metal_density.png
The bar under the picture is 20 um long. The die is cut into 20 by 39 equal tiles; dark blue is low, red is high, scaled to the fullest tile. Values are wire area over tile area, all layers added.
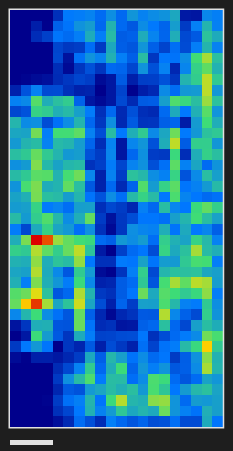
clocks.png
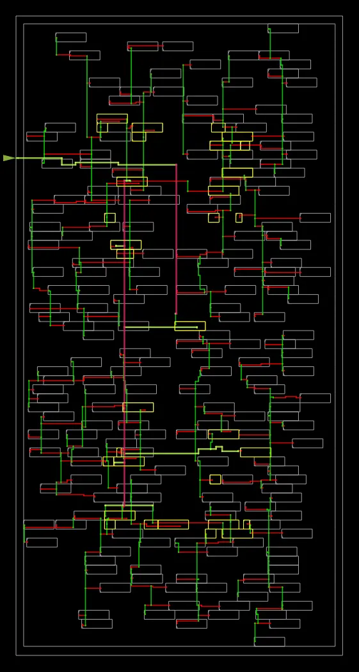
==> config.mk <==
export PLATFORM = sky130hd
export DESIGN_NAME = io_port_arbiter
export DESIGN_NICKNAME = d
export VERILOG_FILES = /design/src/rtl/io_port_arbiter.sv
export SDC_FILE = /design/constraint.sdc
export NUM_CORES = 1
export LEC_CHECK = 0
export CAP_MARGIN = 20
export CORE_ASPECT_RATIO = 2
export CORE_MARGIN = 2
export CORE_UTILIZATION = 47
export CTS_CLUSTER_DIAMETER = 120
export DETAILED_ROUTE_END_ITERATION = 8
export PLACE_DENSITY = 0.86
export SLEW_MARGIN = 40
export SYNTH_ARGS = -nofsm -noshare
export SYNTH_HDL_FRONTEND = slang
export SYNTH_SLANG_ARGS = --single-unit
==> constraint.sdc <==
create_clock -name clk -period 5.6 [get_ports clk]
set_input_delay 0.56 -clock clk [delete_from_list [all_inputs] [get_ports clk]]
set_output_delay 0.56 -clock clk [all_outputs]
set_load 0.02 [all_outputs]
==> qor.txt <==
Status = complete, no violations
Final RePlAce weighted congestion = 0.815
Synth Seq Share = 0.589
Hold WC Path Type = primary input to async pin
Synth cell types = 26
Global-route wire length before repair = 30.4 mm
Mapped Cells = 627
Largest net degree at the start of global routing = 103
Die Height = 193 um
Layout cells sized above 1 = 0.199
R2R Setup Slk = 3460 ps
CTS max path bufs = 2
H-tree level count = 4
Port Buffers = 292
Main area contributors = dfrtp_1 59%, mux2_2 17%, buf_4 5.9%
Cell area after synthesis = 0.00837 mm2
Ys flops = 197
Setup Buffers After CTS = 0
Reg2Reg Depth = 6
Row count = 69
Unrepaired setup endpoints after global routing = no
Max-cap violations = 0
Yosys warns = 0
# hold bufs at CTS = 0
Number of vias per cell = 5.09
Clock transition at path regs = 70 ps
Number of flip-flops in the largest register = 80
Yosys cell count = 627
Tool warnings = 57
Power density cells = 463 mW/mm2
Peak VDD IR = 0.257 mV
Total Power = 5.35 mW
WP data required = 5890 ps
Core ar. = 0.0176 mm2
Worst-margin pin slew = 863 ps
Chip Area, Yosys = 0.00837 mm2
Dominant cell area share = 0.589
Final nets = 1035
Post-DRT Antenna Nets = 0
Final min period = 2140 ps
Final Skew = 7.97 ps
Crit path max fanout = 10
Initial DRT Pass Iterations = 6
Final worst path period share = 0.382
Chip area = 0.0190 mm2
Setup CP Type = flop to flop
Setup crit end kind = flop
Post-layout util = 0.655
Final setup violation count = 0
Post-CTS sizing = 0
Clock sink count = 197
Final Max Tran Viols = 0
N_diodes = 0
Crit path launch type = flop
I/O pins = 338
Worst relative slew slack = 0.423
Hold Violations, Final = 0
Total congestion overflow = 0
CTS tree = built
DRC viols = 0
Final setup TNS = 0 ps
Root Buffer = clkbuf_16
Lkg Pwr = 4.91 nW
Initial antenna violation count = 0
FMAX = 468 MHz
Vias in the first global route = 5626
DR iter-0 viols = 121
Post-synth top area cell = dfrtp_1
Avg Inst Size Synth = 13.4 um2
DP Wirelength = 14.5 mm
Pre-Place Util = 0.475
Chip Width = 98.4 um
Arrival time worst endpoint = 2430 ps
Layout area overhead = 37.8%
Notes on metal_density.png above:
tiles over half the peak: 11%
densest ninth of the die: west
nearly empty tiles: 7.2%
mean over tiles: 0.17
fullest tile: 0.61
Total Wirelength: 19.7 mm
via count: 5545
GR Util All Layers: 0.205
Routed WL per cell: 18.1 um

Notes on clocks.png above:
clk_lat worst skew: 420 ps
P_clk: 1.16 mW
total CTS buffers: 17

==> cell families after synthesis <==
family	count (synthesis)	share of synthesized area
buffers and inverters	101	0.0843
AND/OR/NAND/NOR	82	0.0474
other	1	0.000448
flip-flops	197	0.589
adder cells (fa/ha/maj)	8	0.0120
multiplexers	160	0.211
AND-OR/OR-AND	78	0.0565
==> cell usage in the layout (no fill, tap or decap), types with 2 or more instances in the layout <==
master	instances
clkinv_4	3
nand2_1	9
nor2b_2	7
or2_1	5
clkinv_2	2
nor2b_1	3
a21oi_1	47
dfrtp_1	197
mux2_2	127
inv_6	4
nor3b_1	5
ha_1	8
o21bai_1	10
clkdlybuf4s50_1	291
a21o_1	4
mux2i_1	32
inv_1	7
a22oi_1	7
clkbuf_16	17
o21ai_0	2
buf_4	2
conb_1	18
nor2_1	48
a22o_1	8
inv_8	3
and3_2	2
==> through the flow <==
stage	instances	worst slack (ps)	hold WS [ps]	cell area, um2
2_1_floorplan	644	3740	264	8440
3_3_place_gp	1057	3290	457	11000
3_5_place_dp	1057	3280	477	11000
4_1_cts	1089	3450	260	11500
5_1_grt	1089	3320	227	11500
6_report	1089	3460	154	11500
==> cell usage after synthesis, drive strengths merged <==
cell type,n
clkbuf,5
or2,5
inv,7
a21o,4
ha,8
nand2,9
conb,1
a22oi,7
mux2i,32
nor2b,10
o21bai,10
mux2,128
nor3b,6
o21ai,2
and3,2
a21oi,47
nor2,50
a22o,8
buf,89
dfrtp,197
==> per-layer routing <==
layer	up-vias	share of wire	global-route usage	routed length, um
met5	-	0	0	0
met4	0	0.022	0.0717	441
met3	19	0.10	0.0815	2020
met2	248	0.49	0.336	9640
met1	2736	0.39	0.246	7630
li1	2542	-	-	-
==> power by group <==
group	switching, mW	internal [mW]
clock	0.559	0.597
combinational	1.04	1.06
sequential	0.272	1.83
==> critical path, stage by stage, from the launching register on <==
cell and delay, ps:
dfrtp_1 450, nor3b_1 210, a21oi_1 80, ha_1 590
mux2_2 400, a22oi_1 170, a21oi_1 90
==> cell type report <==
type | count | area (um2)
inverter | 7 | 26.3
sequential | 197 | 4930
tap | 213 | 267
fill | 1333 | 6070
multi-input combinational | 346 | 2820
timing repair buffer | 294 | 2940
clock inverter | 13 | 113
clock buffer | 19 | 443
Power is estimated from default activity; no workload was simulated.
